[src/rtl/apb_slave_regfile_if.sv]
`default_nettype none
// ============================================================================
//  Module      : apb_slave_regfile_if
//  Description : APB-style master/slave transfer bundle (select, enable,
//                address, direction, write data, read data, ready, error).
//  Revision    : 1.0 - initial release
// ============================================================================
interface apb_slave_regfile_if #(
  parameter int ADDR_W = 8,
  parameter int DATA_W = 32
);
  logic              sel;
  logic              en;
  logic [ADDR_W-1:0] addr;
  logic              wr_en;
  logic [DATA_W-1:0] wr_data;
  logic [DATA_W-1:0] rd_data;
  logic              ready;
  logic              slv_err;

  modport master (
    output sel, en, addr, wr_en, wr_data,
    input  rd_data, ready, slv_err
  );

  modport slave (
    input  sel, en, addr, wr_en, wr_data,
    output rd_data, ready, slv_err
  );
endinterface
`default_nettype wire

[src/rtl/apb_slave_regfile.sv]
`default_nettype none
// ============================================================================
//  Module      : apb_slave_regfile
//  Description : APB-style completer with a word register file, a fixed
//                number of access-phase wait states and error reporting for
//                out-of-range or misaligned addresses. All outputs registered.
//  Revision    : 1.0 - initial release
// ============================================================================
module apb_slave_regfile #(
  parameter int ADDR_W      = 8,
  parameter int DATA_W      = 32,
  parameter int NUM_REGS    = 16,
  parameter int WAIT_CYCLES = 0
) (
  input  logic                clk,
  input  logic                rst_n,
  apb_slave_regfile_if.slave  bus
);

  localparam int IDX_W = (NUM_REGS > 1) ? $clog2(NUM_REGS) : 1;
  // Counter preload for the first wait cycle; unused when there are no waits.
  localparam logic [3:0] CNT_INIT = (WAIT_CYCLES == 0) ? 4'd0 : 4'(WAIT_CYCLES - 1);
  localparam logic [ADDR_W:0] WORD_LIMIT = (ADDR_W + 1)'(NUM_REGS);

  typedef enum logic [1:0] {
    S_IDLE = 2'd0,
    S_WAIT = 2'd1,
    S_RDY  = 2'd2
  } state_t;

  state_t            state;
  state_t            state_nxt;
  logic [3:0]        cnt;
  logic [3:0]        cnt_nxt;

  logic [ADDR_W-1:0] lat_addr;
  logic              lat_wr;
  logic [DATA_W-1:0] lat_wdata;

  logic              ready_q;
  logic              slv_err_q;
  logic [DATA_W-1:0] rd_data_q;

  logic [DATA_W-1:0] regs [NUM_REGS];

  // Decode helpers: from IDLE the transfer is being set up this very edge,
  // so the live bus fields are used; afterwards the latched copies are.
  logic [ADDR_W-1:0] eff_addr;
  logic              eff_wr;
  logic [ADDR_W:0]   eff_word;
  logic [IDX_W-1:0]  eff_idx;
  logic              eff_err;

  logic              do_latch;
  logic              do_enter;
  logic              do_commit;
  logic              do_clear;

  assign eff_addr = (state == S_IDLE) ? bus.addr  : lat_addr;
  assign eff_wr   = (state == S_IDLE) ? bus.wr_en : lat_wr;
  assign eff_word = {1'b0, eff_addr} >> 2;
  assign eff_idx  = eff_addr[IDX_W+1:2];
  assign eff_err  = (eff_addr[1:0] != 2'b00) || (eff_word >= WORD_LIMIT);

  assign bus.ready   = ready_q;
  assign bus.slv_err = slv_err_q;
  assign bus.rd_data = rd_data_q;

  // State and wait-counter register.
  always_ff @(posedge clk) begin
    if (!rst_n) begin
      state <= S_IDLE;
      cnt   <= 4'd0;
    end else begin
      state <= state_nxt;
      cnt   <= cnt_nxt;
    end
  end

  // Next-state decode and per-edge action strobes.
  always_comb begin
    state_nxt = state;
    cnt_nxt   = cnt;
    do_latch  = 1'b0;
    do_enter  = 1'b0;
    do_commit = 1'b0;
    do_clear  = 1'b0;
    case (state)
      S_IDLE: begin
        // sel with en already high and no setup cycle is ignored.
        if (bus.sel && !bus.en) begin
          do_latch = 1'b1;
          if (WAIT_CYCLES == 0) begin
            state_nxt = S_RDY;
            do_enter  = 1'b1;
          end else begin
            state_nxt = S_WAIT;
            cnt_nxt   = CNT_INIT;
          end
        end
      end
      S_WAIT: begin
        if (!bus.sel) begin
          state_nxt = S_IDLE;
          cnt_nxt   = 4'd0;
        end else if (cnt == 4'd0) begin
          state_nxt = S_RDY;
          do_enter  = 1'b1;
        end else begin
          cnt_nxt = cnt - 4'd1;
        end
      end
      S_RDY: begin
        if (!bus.sel) begin
          state_nxt = S_IDLE;
          do_clear  = 1'b1;
        end else if (bus.en) begin
          state_nxt = S_IDLE;
          do_clear  = 1'b1;
          do_commit = lat_wr && !eff_err;
        end
      end
      default: begin
        state_nxt = S_IDLE;
        cnt_nxt   = 4'd0;
        do_clear  = 1'b1;
      end
    endcase
  end

  // Capture the transfer fields at the setup edge; later bus changes are ignored.
  always_ff @(posedge clk) begin
    if (!rst_n) begin
      lat_addr  <= '0;
      lat_wr    <= 1'b0;
      lat_wdata <= '0;
    end else if (do_latch) begin
      lat_addr  <= bus.addr;
      lat_wr    <= bus.wr_en;
      lat_wdata <= bus.wr_data;
    end
  end

  // Registered response: loaded on entry to RDY, cleared on completion or abort.
  always_ff @(posedge clk) begin
    if (!rst_n) begin
      ready_q   <= 1'b0;
      slv_err_q <= 1'b0;
      rd_data_q <= '0;
    end else if (do_enter) begin
      ready_q   <= 1'b1;
      slv_err_q <= eff_err;
      rd_data_q <= (!eff_wr && !eff_err) ? regs[eff_idx] : '0;
    end else if (do_clear) begin
      ready_q   <= 1'b0;
      slv_err_q <= 1'b0;
      rd_data_q <= '0;
    end
  end

  // Register file: a write lands only on the completion edge of a good transfer.
  always_ff @(posedge clk) begin
    if (!rst_n) begin
      for (int i = 0; i < NUM_REGS; i++) begin
        regs[i] <= '0;
      end
    end else if (do_commit) begin
      regs[eff_idx] <= lat_wdata;
    end
  end

endmodule
`default_nettype wire

[src/flat_wrapper.sv]
// flat-port wrapper written by rule: the top's interface ports become plain ports
module apb_slave_regfile_flat 
#(
  parameter int ADDR_W      = 8,
  parameter int DATA_W      = 32,
  parameter int NUM_REGS    = 16,
  parameter int WAIT_CYCLES = 0
)
  (clk, rst_n, bus_sel, bus_en, bus_addr, bus_wr_en, bus_wr_data, bus_rd_data, bus_ready, bus_slv_err);
  apb_slave_regfile_if #(.ADDR_W(ADDR_W), .DATA_W(DATA_W)) bus_i ();
  input  logic clk;
  input  logic rst_n;
  input wire logic [$bits(bus_i.sel)-1:0] bus_sel;
  input wire logic [$bits(bus_i.en)-1:0] bus_en;
  input wire logic [$bits(bus_i.addr)-1:0] bus_addr;
  input wire logic [$bits(bus_i.wr_en)-1:0] bus_wr_en;
  input wire logic [$bits(bus_i.wr_data)-1:0] bus_wr_data;
  output wire logic [$bits(bus_i.rd_data)-1:0] bus_rd_data;
  output wire logic [$bits(bus_i.ready)-1:0] bus_ready;
  output wire logic [$bits(bus_i.slv_err)-1:0] bus_slv_err;
  assign bus_i.sel = bus_sel;
  assign bus_i.en = bus_en;
  assign bus_i.addr = bus_addr;
  assign bus_i.wr_en = bus_wr_en;
  assign bus_i.wr_data = bus_wr_data;
  assign bus_rd_data = bus_i.rd_data;
  assign bus_ready = bus_i.ready;
  assign bus_slv_err = bus_i.slv_err;
  apb_slave_regfile #(.ADDR_W(ADDR_W), .DATA_W(DATA_W), .NUM_REGS(NUM_REGS), .WAIT_CYCLES(WAIT_CYCLES)) u_core (.clk(clk), .rst_n(rst_n), .bus(bus_i));
endmodule
[config.mk]
export PLATFORM = sky130hd
export DESIGN_NAME = apb_slave_regfile_flat
export DESIGN_NICKNAME = d
export VERILOG_FILES = /design/src/rtl/apb_slave_regfile_if.sv /design/src/rtl/apb_slave_regfile.sv /design/src/flat_wrapper.sv
export SDC_FILE = /design/constraint.sdc
export NUM_CORES = 1
export LEC_CHECK = 0
export CAP_MARGIN = 5
export CORE_ASPECT_RATIO = 0.9
export CORE_MARGIN = 10
export CORE_UTILIZATION = 45
export CTS_CLUSTER_DIAMETER = 50
export CTS_CLUSTER_SIZE = 20
export DETAILED_ROUTE_END_ITERATION = 12
export SLEW_MARGIN = 40
export SYNTH_ARGS = -nofsm -noshare
export SYNTH_HDL_FRONTEND = slang
export SYNTH_SLANG_ARGS = --single-unit
[constraint.sdc]
create_clock -name clk -period 5.7 [get_ports clk]
set_input_delay 0.57 -clock clk [delete_from_list [all_inputs] [get_ports clk]]
set_output_delay 0.57 -clock clk [all_outputs]
set_load 0.03 [all_outputs]
==> results_dict.tcl, run 1 <==
# collected from the flow reports
set metrics [dict create \
    status "finished clean" \
    powerDensity_nw_per_um2 354 \
    synth.cell_area_um2 26300 \
    cp_num_cells 6 \
    placed_cells 3021 \
    antennaDiodeCount 2 \
    clkbuf_count 64 \
    maxPowerGroup "registers" \
    p_leak_nw 10.8 \
    grt_pass1_wl_um 110000 \
    chip_area_um2 68600 \
    die_h_um 250 \
    crit_chain "nand2_1, a2bb2oi_4, buf_4, nand2b_1, o21ai_4, buf_4" \
    top_area_frac 0.584 \
    wl_met2_um 35300 \
    lay_top_cells "and2_1, edfxtp_1, nand2_1" \
    dr_wl_met3_um 4930 \
    post-route-cell-area_um2 30100 \
    clk_path_buf_depth 3 \
    area_delta_synth_final_pct 14.1 \
    yosys.area_share.aoi 0.0445 \
    start_kind "flop" \
    rsz0062_at_grt "no" \
    io_buffers 78 \
    critPathTopFamily "AND-OR/OR-AND gates" \
    finalMaxSlewViolations 0 \
    top_layer "met4" \
    relSlewSlack 0.482 \
    powerComb_mw 1.84 \
    synth-seq-area-share 0.641 \
    cts.htree.levels 2 \
    ant_nets 0 \
    io_pins 79 \
    viasPerCell 5.57 \
    grt_start_max_net_pins 154 \
    synth.area.mux_share 0.0346 \
    dominant_cells "flip-flops and latches" \
    simple_gate_share 0.248 \
    gp_congestion 0.826 \
    rows 84 \
    p_clk_mw 3.78 \
    critPathCaptureType "flop" \
    cts_resized 0 \
    pre_cts_ws_ns 1.75 \
    p_switching_mw 3.17 \
    flop_cell "edfxtp_1" \
    drc 0 \
    finalWorstSetupSlack_ns 2.22 \
    wl_met1_um 31600 \
    worst-path-buf-inv 2 \
    die_w_um 275 \
    cp_max_fo 33 \
    met3_usage 0.0281 \
    edf_count 512 \
    cp_data_required_time_ns 5.95 \
    top_area_cell "edfxtp_1" \
    grt-ovfl-total 0 \
    logic_gates 1521 \
    comb_area_frac 0.299 \
    setup_viol 0 \
    syn_nets 2343 \
    clk_pin_slew_ns 0.07 \
    grt_pass1_vias 17000 \
    grtUsageMet2 0.346 \
    peakVddDrop_mv 0.223 \
    whs_ns 0.464 \
    max_clock_freq_mhz 287 \
    yosysCellCount 2297 \
    topCellsByArea "edfxtp_1, and2_1, nand2_1" \
    p_int_mw 7.46 \
    power_mw 10.6 \
    arrival_ns 3.73 \
    cts_setup_buffers 0 \
    slowest_delay_ns 0.78 \
    avgSynthCellArea_um2 11.5 \
    placed_area_um2 28200 \
    lay_top_count "and2_1" \
    taps 774 \
]
## run 1: worst paths after layout
| kind | startpoint | endpoint | slack, ns |
|---|---|---|---|
| max | u_core.state[1] | u_core.regs[6][17] | 2.22 |
| min | u_core.bus.rd_data[9] | u_core.bus.rd_data[9] | 0.46 |
| max reg2reg | u_core.state[1] | u_core.regs[6][17] | 2.22 |
| min reg2reg | u_core.bus.rd_data[9] | u_core.bus.rd_data[9] | 0.46 |
## run 1: state kept, by name, summed over array words and instances (netlist names)
name and cells:
u_core.regs 512, u_core.bus.rd_data 32, u_core.lat_wdata 32, u_core.lat_addr 8, u_core.bus.ready 1, u_core.bus.slv_err 1, u_core.lat_wr 1, u_core.state 1
run_1/placement_by_type.png
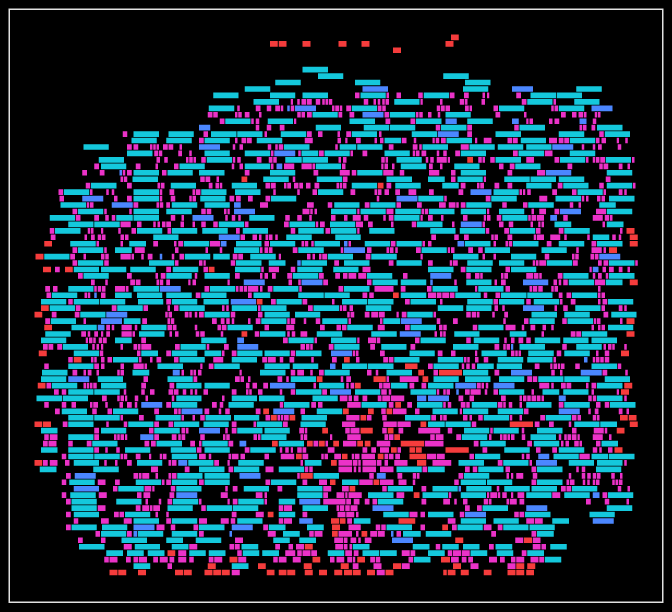
| color | class | cells |
|---|---|---|
| blue | clock drivers and dummy loads | 97 |
| cyan | flops | 588 |
| magenta | combinational and other logic | 1524 |
| red | other buffers and delay cells | 136 |

run_1/clk_routes.png
Bar = 100 µm.
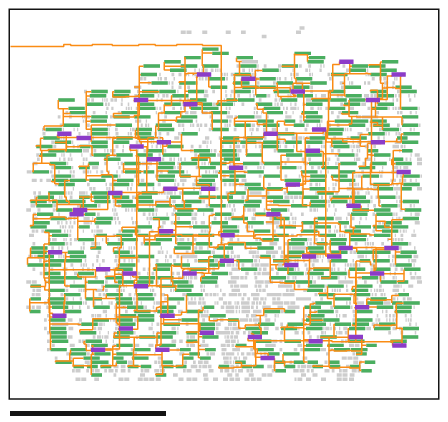
[purple] clock drivers | count: 53
[orange] clock wires | length: 7010 µm
[green] flip-flops | count: 588
routed clock nets: 54
clock skew: 0.0349 ns
Clock power frac: 0.356

run_1/flops_by_reg.png
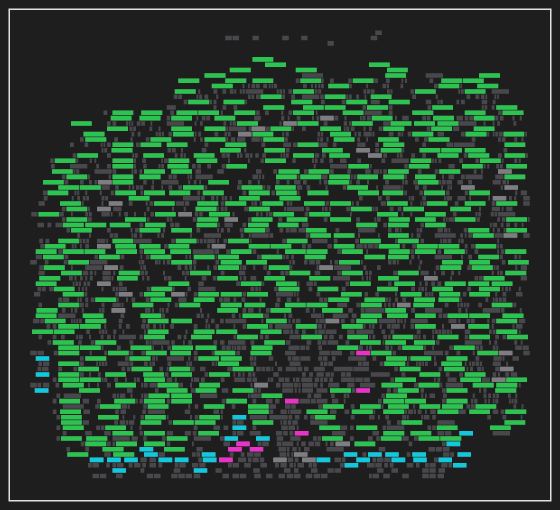
| color | netlist name | sequential cells |
|---|---|---|
| green | `u_core.regs` | 512 |
| cyan | `u_core.lat_wdata` | 32 |
| magenta | `u_core.lat_addr` | 8 |
not colored: 36
final core utilization: 0.516
P_seq: 5.01 mW
flop share of the area: 0.562
area occupied by registers: 16900 µm²

--- run 2 (diff from run 1) ---
==> constraint.sdc (replaced) <==
create_clock -name clk -period 3.3 [get_ports clk]
set_input_delay 0.33 -clock clk [delete_from_list [all_inputs] [get_ports clk]]
set_output_delay 0.33 -clock clk [all_outputs]
set_load 0.03 [all_outputs]
run_2/placement_by_type.png
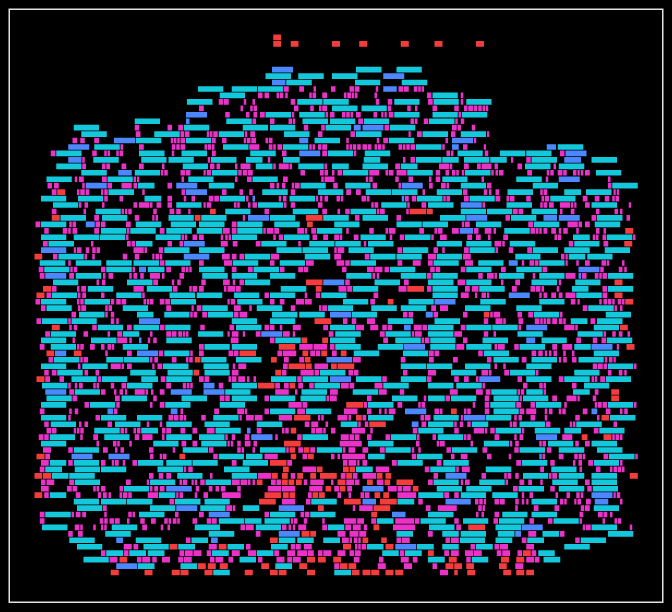
final core utilization: 0.522
Design Area, Final: 30400 µm²
Rows: 84

run_2/clk_routes.png
Bar = 100 µm.
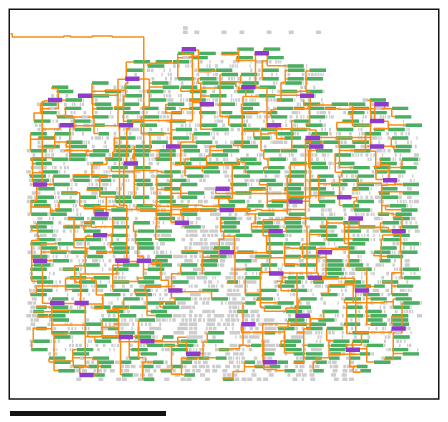
Clk power: 6.57 mW
clock skew: 0.0329 ns

==> run 2 against run 1 <==
  * Non-clock buffer count up 27
  * First-iteration DRC count up 1.5%
  * Combinational power up about 80%
  * Global-route usage down 0.16 points
  * Total power up 74%
  * Hold slack worse by 0.38 ns
  * Sequential cell count unchanged
  * Routed wire length down 1.3%
  * Utilization up 0.61 points
  * Critical path type unchanged
==> results_dict.tcl, run 2 <==
# collected from the flow reports
set metrics [dict create \
    status "finished clean" \
    crit_start "u_core.state[1]" \
    placed_area_um2 28600 \
    clk_path_buf_depth 3 \
    slowest_delay_ns 0.57 \
    yosys.area_share.aoi 0.0445 \
    p_leak_nw 11.0 \
    placed_cells 3049 \
    avgSynthCellArea_um2 11.5 \
    crit_chain "buf_4, or3b_2, nand2_1, nand2_1, o21ai_4, buf_12" \
    gp_congestion 0.823 \
    cts_resized 0 \
    drc 0 \
    pre_cts_ws_ns 0.271 \
    synth.area.mux_share 0.0346 \
    io_pins 79 \
    cts.htree.levels 2 \
    finalWorstSetupSlack_ns 0.485 \
    cp-endpoint "u_core.regs[11][10]" \
    synth-seq-area-share 0.641 \
    peakVddDrop_mv 0.478 \
    ant_nets 0 \
    reg2reg_to "u_core.regs[11][10]" \
    powerDensity_nw_per_um2 609 \
    cp_max_fo 26 \
    r2r_setup_slack_ns 0.49 \
    synth.cell_area_um2 26300 \
    grt-ovfl-total 0 \
    cp_num_cells 6 \
    top_area_frac 0.584 \
    min_from "rst_n" \
    p_switching_mw 5.64 \
    timing.rr.start "u_core.state[1]" \
    io_buffers 78 \
    cts_setup_buffers 0 \
    critPathTopFamily "simple AND/OR/NAND/NOR gates" \
    maxPowerGroup "registers" \
]
run_2/flops_by_reg.png
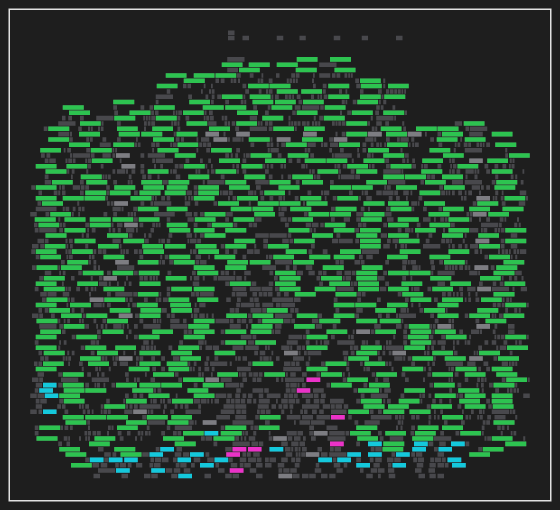
| color | netlist name | sequential cells |
|---|---|---|
| green | `u_core.regs` | 512 |
| magenta | `u_core.lat_addr` | 8 |
| cyan | `u_core.lat_wdata` | 32 |
not colored: 36
area occupied by registers: 16900 µm²
P_seq: 8.61 mW
flop share of the area: 0.556

## run 2: layout make-up
| cell class | instances | area share |
|---|---|---|
| antenna | 1 | 0.0000823 |
| inverter | 3 | 0.000370 |
| sequential | 588 | 0.556 |
| timing repair buffer | 163 | 0.0560 |
| tap | 774 | 0.0318 |
| clock inverter | 35 | 0.0169 |
| clock buffer | 58 | 0.0435 |
| multi-input combinational | 1521 | 0.296 |
## run 2: layer usage
metal,global-route usage,vias to the layer above,share of wire
met5,0,-,0
met4,0.0566,0,0.021
met3,0.0277,93,0.060
met2,0.347,554,0.49
met1,0.290,8646,0.43
li1,-,8003,-
--- run 3 (diff from run 2) ---
--- a/config.mk
+++ b/config.mk
@@ -12,6 +12,7 @@
 export CTS_CLUSTER_DIAMETER = 50
 export CTS_CLUSTER_SIZE = 20
 export DETAILED_ROUTE_END_ITERATION = 12
+export MAX_ROUTING_LAYER = met4
 export SLEW_MARGIN = 40
 export SYNTH_ARGS = -nofsm -noshare
 export SYNTH_HDL_FRONTEND = slang
run_3/placement_by_type.png
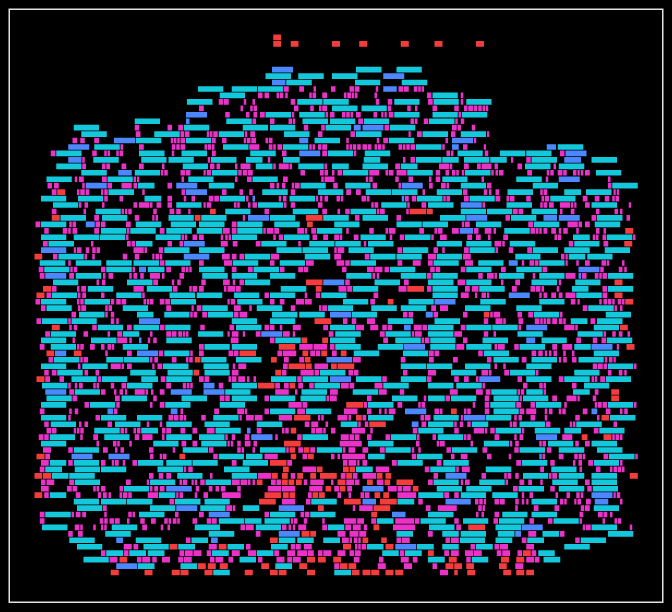
CORE AREA: 58200 µm²

run_3/clocks.png
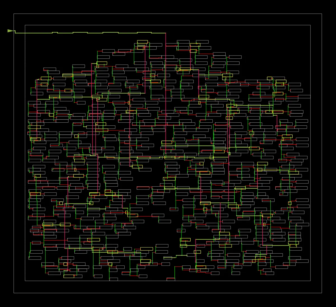
Clk power: 6.56 mW
clock skew: 0.0341 ns
flop count: 588
clock buffer count from CTS: 50
Clock Latency Late Sink: 0.62 ns

==> run 3 against run 2 <==
  * Worst setup slack gained 0.0053 ns
  * Area after synthesis is the same
  * Highest routed layer unchanged
  * Design area is the same
  * Utilization is the same
  * Critical path type unchanged
  * Synthesized cell count is the same
  * Hold slack lost 0.0022 ns
  * Largest cell class unchanged
==> results_dict.tcl, run 3 <==
# collected from the flow reports
set metrics [dict create \
    p_clk_frac 0.355 \
    clkCellAreaFrac 0.0604 \
    io_pins 79 \
    die_w_um 275 \
    finalWorstSetupSlack_ns 0.491 \
    logic_gates 1521 \
    arrival_ns 3.10 \
    viasPerCell 5.49 \
    regArea_um2 16900 \
    cts.htree.levels 2 \
    p_switching_mw 5.63 \
    dr_wl_met3_um 4050 \
    lay_top_count "and2_1" \
    powerSeq_mw 8.61 \
    critPathTopFamily "simple AND/OR/NAND/NOR gates" \
    edf_count 512 \
    maxPowerGroup "registers" \
    placed_area_um2 28600 \
    pre_cts_ws_ns 0.271 \
    top_area_frac 0.584 \
    wl_met2_um 35400 \
    largest_register_ffs 512 \
    cp_max_fo 26 \
    min_delay_worst_endpoint "u_core.lat_wdata[10]" \
    cts_setup_buffers 0 \
    clk_pin_slew_ns 0.07 \
    buffers 163 \
    seq_area_frac 0.556 \
    gp_congestion 0.835 \
    grt_start_max_net_pins 111 \
    peakVddDrop_mv 0.477 \
    grt_pass1_vias 16900 \
    top_layer "met4" \
    synth-seq-area-share 0.641 \
    grt-ovfl-total 0 \
    bufAreaShareNonClock 0.0560 \
    yosys.area_share.aoi 0.0445 \
    synth.area.mux_share 0.0346 \
    simple_gate_share 0.248 \
    p_int_mw 12.9 \
    wl_met1_um 31800 \
    antennaDiodeCount 1 \
    inv_count 3 \
    io_buffers 78 \
    clkbuf_count 58 \
    placed_cells 3049 \
    grt_pass1_wl_um 110000 \
    finalMaxSlewViolations 0 \
    yosysCellCount 2297 \
    flop_cell "edfxtp_1" \
    timing.rr.start "u_core.state[1]" \
    comb_area_frac 0.296 \
    cp_data_required_time_ns 3.60 \
    rows 84 \
    rsz0062_at_grt "no" \
    topCellsByArea "edfxtp_1, and2_1, nand2_1" \
    grt_use_met1 0.290 \
    cts_resized 0 \
    status "finished clean" \
    top_area_cell "edfxtp_1" \
    avgSynthCellArea_um2 11.5 \
]
run_3/flops_by_reg.png
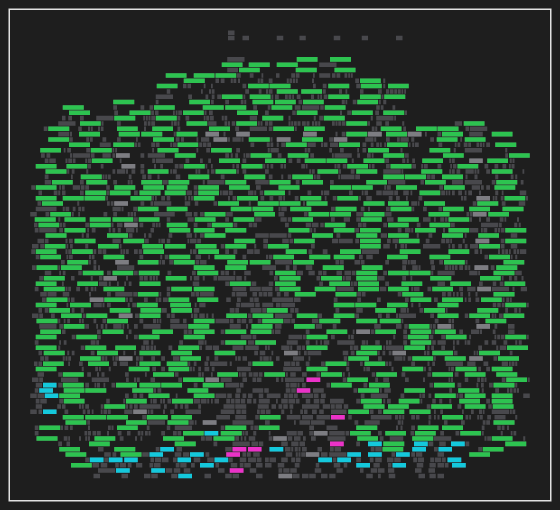

==> run 3: cell counts after synthesis <==
Identical to the previous run, type by type.
==> run 3: through the flow <==
stage               TNS (ns)  power (mW)
global placement           0        12.1
finish                     0        18.5
global route               0        19.2
CTS                        0        18.6
floorplan             -74.46        10.7
detailed placement         0        12.1
==> run 3: worst max path at each step <==
stage	depth (start not counted)	endpoint	slack, ns
3_5_place_dp	6	u_core.regs[11][6]	0.27
3_3_place_gp	6	u_core.regs[11][10]	0.31
6_report	6	u_core.regs[11][9]	0.49
5_1_grt	6	u_core.regs[11][10]	0.36
2_1_floorplan	5	u_core.regs[0][0]	-0.78
4_1_cts	6	u_core.regs[11][9]	0.50
Power figures rest on the tool's default switching activity, not on a simulated workload.
